### Cells by drive strength

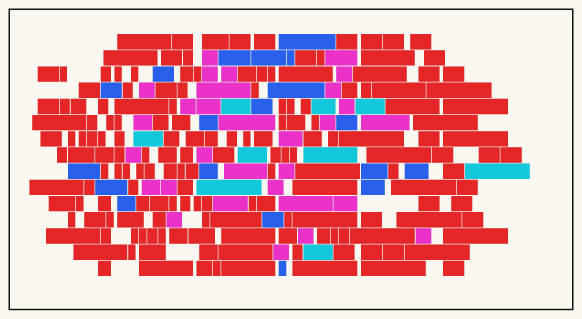
### Cell classes on the final placement

Bar = 20 µm.
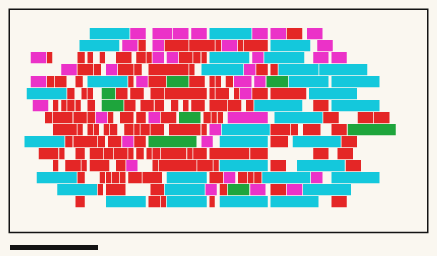
### Nets reached from selected ports

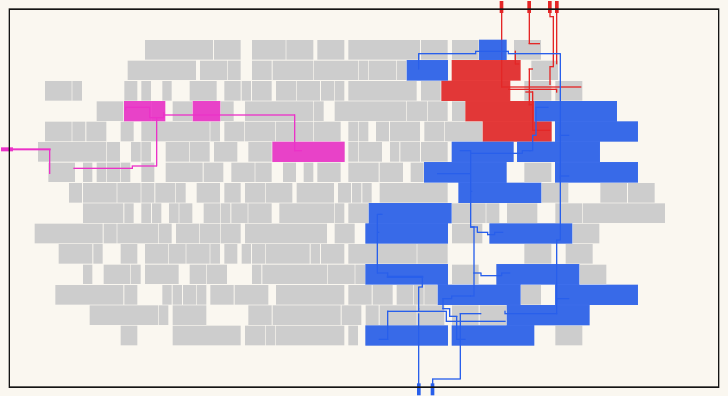
### Wiring heat map

Bar = 20 µm. The die is cut into 19 by 10 equal tiles; dark purple is low, yellow is high, scaled to the fullest tile. Values are wire area over tile area, all layers added.
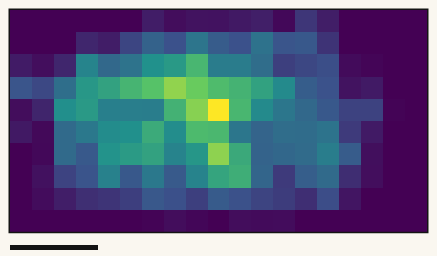
==> src/rtl/colour_sequence_player_if.sv <==
// Write channel of the colour sequence player: one colour code per valid/ready handshake.
interface colour_sequence_player_if #(
  parameter int NUM_COLOURS = 4
);
  localparam int CODE_W = (NUM_COLOURS > 1) ? $clog2(NUM_COLOURS) : 1;

  logic              wr_valid;
  logic              wr_ready;
  logic [CODE_W-1:0] wr_colour;

  modport master (output wr_valid, output wr_colour, input wr_ready);
  modport slave  (input wr_valid, input wr_colour, output wr_ready);
endinterface

==> src/rtl/colour_sequence_player.sv <==
// Buffers colour codes and replays them on one-hot lamps with programmable on-time and gap.
// Define COLOUR_SEQ_LOOP_EN to add loop_i, which keeps replaying the sequence until it drops.
module colour_sequence_player #(
  parameter int NUM_COLOURS = 4,
  parameter int DEPTH       = 8,
  parameter int ON_CYCLES   = 4,
  parameter int GAP_CYCLES  = 2
) (
  input  logic                           clk,
  input  logic                           rst,
  input  logic                           oe_i,
  input  logic                           start_i,
  input  logic                           clear_i,
`ifdef COLOUR_SEQ_LOOP_EN
  input  logic                           loop_i,
`endif
  colour_sequence_player_if.slave        wr,
  output logic                           busy_o,
  output logic                           done_o,
  output logic [$clog2(DEPTH+1)-1:0]     count_o,
  output logic [NUM_COLOURS-1:0]         lamp_o
);

  localparam int CODE_W = (NUM_COLOURS > 1) ? $clog2(NUM_COLOURS) : 1;
  localparam int CNT_W  = $clog2(DEPTH + 1);
  localparam int IDX_W  = $clog2(DEPTH);
  localparam int MAX_T  = (ON_CYCLES > GAP_CYCLES) ? ON_CYCLES : GAP_CYCLES;
  localparam int TMR_W  = $clog2(MAX_T + 1);

  typedef enum logic [1:0] {IDLE, SHOW, GAP} state_e;

  state_e                 state_q, state_d;
  logic [CNT_W-1:0]       count_q, count_d;
  logic [CNT_W-1:0]       index_q, index_d;
  logic [TMR_W-1:0]       timer_q, timer_d;
  logic [NUM_COLOURS-1:0] lamp_q, lamp_d;
  logic                   done_q, done_d;
  logic [CODE_W-1:0]      mem_q [DEPTH];

  logic                   wr_fire;
  logic                   last_entry;
  logic                   loop_on;
  logic [CODE_W-1:0]      show_code;

  assign wr.wr_ready = (state_q == IDLE) && (count_q < CNT_W'(DEPTH)) && !clear_i;
  assign wr_fire     = wr.wr_valid && wr.wr_ready;
  assign last_entry  = (index_q == count_q - CNT_W'(1));

`ifdef COLOUR_SEQ_LOOP_EN
  assign loop_on = loop_i;
`else
  assign loop_on = 1'b0;
`endif

  // Entries are never consumed, so replay just walks the buffer again from index 0.
  always_ff @(posedge clk) begin
    if (wr_fire) begin
      mem_q[count_q[IDX_W-1:0]] <= wr.wr_colour;
    end
  end

  always_ff @(posedge clk or posedge rst) begin
    if (rst) begin
      state_q <= IDLE;
      count_q <= '0;
      index_q <= '0;
      timer_q <= '0;
      lamp_q  <= '0;
      done_q  <= 1'b0;
    end else begin
      state_q <= state_d;
      count_q <= count_d;
      index_q <= index_d;
      timer_q <= timer_d;
      lamp_q  <= lamp_d;
      done_q  <= done_d;
    end
  end

  always_comb begin
    state_d = state_q;
    count_d = count_q;
    index_d = index_q;
    timer_d = timer_q;
    done_d  = 1'b0;

    if (wr_fire) begin
      count_d = count_q + CNT_W'(1);
    end

    // A write accepted alongside start is already counted, so it joins this playback.
    case (state_q)
      IDLE: begin
        if (start_i) begin
          if (count_d != '0) begin
            state_d = SHOW;
            index_d = '0;
            timer_d = TMR_W'(ON_CYCLES - 1);
          end else begin
            done_d = 1'b1;
          end
        end
      end
      SHOW: begin
        if (timer_q == '0) begin
          if (last_entry && !loop_on) begin
            state_d = IDLE;
            done_d  = 1'b1;
          end else begin
            state_d = GAP;
            timer_d = TMR_W'(GAP_CYCLES - 1);
          end
        end else begin
          timer_d = timer_q - TMR_W'(1);
        end
      end
      GAP: begin
        if (timer_q == '0) begin
          state_d = SHOW;
          index_d = last_entry ? '0 : index_q + CNT_W'(1);
          timer_d = TMR_W'(ON_CYCLES - 1);
        end else begin
          timer_d = timer_q - TMR_W'(1);
        end
      end
      default: state_d = IDLE;
    endcase

    if (clear_i) begin
      state_d = IDLE;
      count_d = '0;
      index_d = '0;
      timer_d = '0;
      done_d  = 1'b0;
    end
  end

  // The entry written this very cycle is not in mem_q yet, so bypass it for the first slot.
  always_comb begin
    show_code = mem_q[index_d[IDX_W-1:0]];
    if (wr_fire && (index_d == count_q)) begin
      show_code = wr.wr_colour;
    end
    lamp_d = '0;
    if ((state_d == SHOW) && oe_i) begin
      for (int k = 0; k < NUM_COLOURS; k++) begin
        lamp_d[k] = (show_code == CODE_W'(k));
      end
    end
  end

  assign busy_o  = (state_q != IDLE);
  assign done_o  = done_q;
  assign count_o = count_q;
  assign lamp_o  = lamp_q;

endmodule

==> src/flat_wrapper.sv <==
// flat-port wrapper written by rule: the top's interface ports become plain ports
module colour_sequence_player_flat 
#(
  parameter int NUM_COLOURS = 4,
  parameter int DEPTH       = 8,
  parameter int ON_CYCLES   = 4,
  parameter int GAP_CYCLES  = 2
)
  (clk, rst, oe_i, start_i, clear_i, busy_o, done_o, count_o, lamp_o, wr_wr_valid, wr_wr_colour, wr_wr_ready);
  colour_sequence_player_if #(.NUM_COLOURS(NUM_COLOURS)) wr_i ();
  input  logic clk;
  input  logic rst;
  input  logic oe_i;
  input  logic start_i;
  input  logic clear_i;
  output logic busy_o;
  output logic done_o;
  output logic [$clog2(DEPTH+1)-1:0] count_o;
  output logic [NUM_COLOURS-1:0] lamp_o;
  input wire logic [$bits(wr_i.wr_valid)-1:0] wr_wr_valid;
  input wire logic [$bits(wr_i.wr_colour)-1:0] wr_wr_colour;
  output wire logic [$bits(wr_i.wr_ready)-1:0] wr_wr_ready;
  assign wr_i.wr_valid = wr_wr_valid;
  assign wr_i.wr_colour = wr_wr_colour;
  assign wr_wr_ready = wr_i.wr_ready;
  colour_sequence_player #(.NUM_COLOURS(NUM_COLOURS), .DEPTH(DEPTH), .ON_CYCLES(ON_CYCLES), .GAP_CYCLES(GAP_CYCLES)) u_core (.clk(clk), .rst(rst), .oe_i(oe_i), .start_i(start_i), .clear_i(clear_i), .wr(wr_i), .busy_o(busy_o), .done_o(done_o), .count_o(count_o), .lamp_o(lamp_o));
endmodule
==> config.mk <==
export PLATFORM = sky130hd
export DESIGN_NAME = colour_sequence_player_flat
export DESIGN_NICKNAME = d
export VERILOG_FILES = /design/src/rtl/colour_sequence_player_if.sv /design/src/rtl/colour_sequence_player.sv /design/src/flat_wrapper.sv
export SDC_FILE = /design/constraint.sdc
export NUM_CORES = 1
export LEC_CHECK = 0
export CAP_MARGIN = 5
export CORE_ASPECT_RATIO = 0.5
export CORE_MARGIN = 3
export CORE_UTILIZATION = 51
export CTS_CLUSTER_DIAMETER = 100
export DETAILED_ROUTE_END_ITERATION = 7
export PLACE_DENSITY = 0.84
export SLEW_MARGIN = 20
export SYNTH_ARGS = -nofsm -noshare
export SYNTH_HDL_FRONTEND = slang
export SYNTH_SLANG_ARGS = --single-unit
==> constraint.sdc <==
create_clock -name clk -period 3.2 [get_ports clk]
set_input_delay 0.64 -clock clk [delete_from_list [all_inputs] [get_ports clk]]
set_output_delay 0.64 -clock clk [all_outputs]
set_load 0.02 [all_outputs]
==> results.cfg <==
; physical design summary
[power]
ir_worst_vdd_mv = 0.431
power_top_consumer = combinational cells
p_clk_uw = 485
p_seq_uw = 539
finalPower_mw = 1.90

[setup_path]
timing.rr.start = u_core.count_o[0]
crit_required_ns = 3.41
critical_path_class = reg2reg
crit_end = u_core.lamp_o[0]

[yosys]
logic_family = simple AND/OR/NAND/NOR gates
area_leaders = edfxtp_1, dfrtp_1, mux2i_1
synth_area_per_cell_um2 = 10.5

[drt]
first_iter_violations = 192

[worst_hold_path]
hp-start = u_core.timer_q[2]
hold_class = reg2reg

[sta]
setup_viol = 0
holdWs_ns = 0.554
post-route-min-period_ns = 3.16
worst_pin_slew_ns = 0.718
fin_crit_sh_pct = 98.6

[clock_tree]
numCtsBuffers = 5
hold_buffers = 0

[finish]
comb_area_share_pct = 41.3
logic_gate_count = 134
area_dominant_class = combinational gates
buffer_area_share_pct = 13.5

[place]
placed_cell_area_mm2 = 0.00233

[outcome]
status = complete, no violations

[floorplanning]
die_h_um = 50.2
fp_util_pct = 55.6
-- 'Cells by drive strength' (at the start) --
color	size	cells
cyan	drive 6 and up	9
blue	drive 2	19
magenta	drive 3 to 4	30
red	drive 1 or less	169
Final WS setup: 0.0438 ns
final instance area: 0.00262 mm²
Non-CTS buffers: 38
Area Overhead vs Synth: 31.4%

-- 'Cell classes on the final placement' (at the start) --
color	class	cells
green	clock drivers and dummy loads	8
red	all other logic	147
magenta	other buffers and delay cells	38
cyan	flops	34
row cnt: 15
core area: 0.00358 mm²
Core Util, Final: 73.1%

-- 'Nets reached from selected ports' (at the start) --
color	port	direction	edge	end cells	buffers	wire
red	lamp_o	output	top	4	4	66.8 µm
magenta	start_i	input	left	4	1	56.5 µm
blue	wr_wr_colour	input	bottom	19	2	202 µm
# port buffers: 18
Top-Level Pins: 19

-- 'Wiring heat map' (at the start) --
fullest tile	0.74
tiles over half the peak	15%
densest ninth of the die	middle
emptiest ninth of the die	top right
nearly empty tiles	27%
mean over tiles	0.17
WL/cell: 18.1 µm
Via Count: 1656
Post-Route WL: 5030 µm
overall routing resource usage: 20.7%

routing by layer:
metal | routed length [µm] | track usage (%) | vias up
li1 | - | - | 751
met1 | 2200 | 26.8 | 821
met2 | 2360 | 35.1 | 64
met3 | 340 | 5.39 | 20
met4 | 131 | 5.04 | 0
met5 | 0 | 0 | -
state kept, by name, indices dropped and copies added, names as in the netlist:
signal	flops
u_core.count_o	4
u_core.done_o	1
u_core.index_q	4
u_core.lamp_o	4
u_core.mem_q	16
u_core.state_q	2
u_core.timer_q	3
repair_timing:
item | in CTS | in global routing
pin swaps | 0 | 4
endpoints found under the hold margin | 0 | 0
buffers inserted | 0 | 4
endpoints found under the setup margin | 1 | 5
resized | 1 | 27
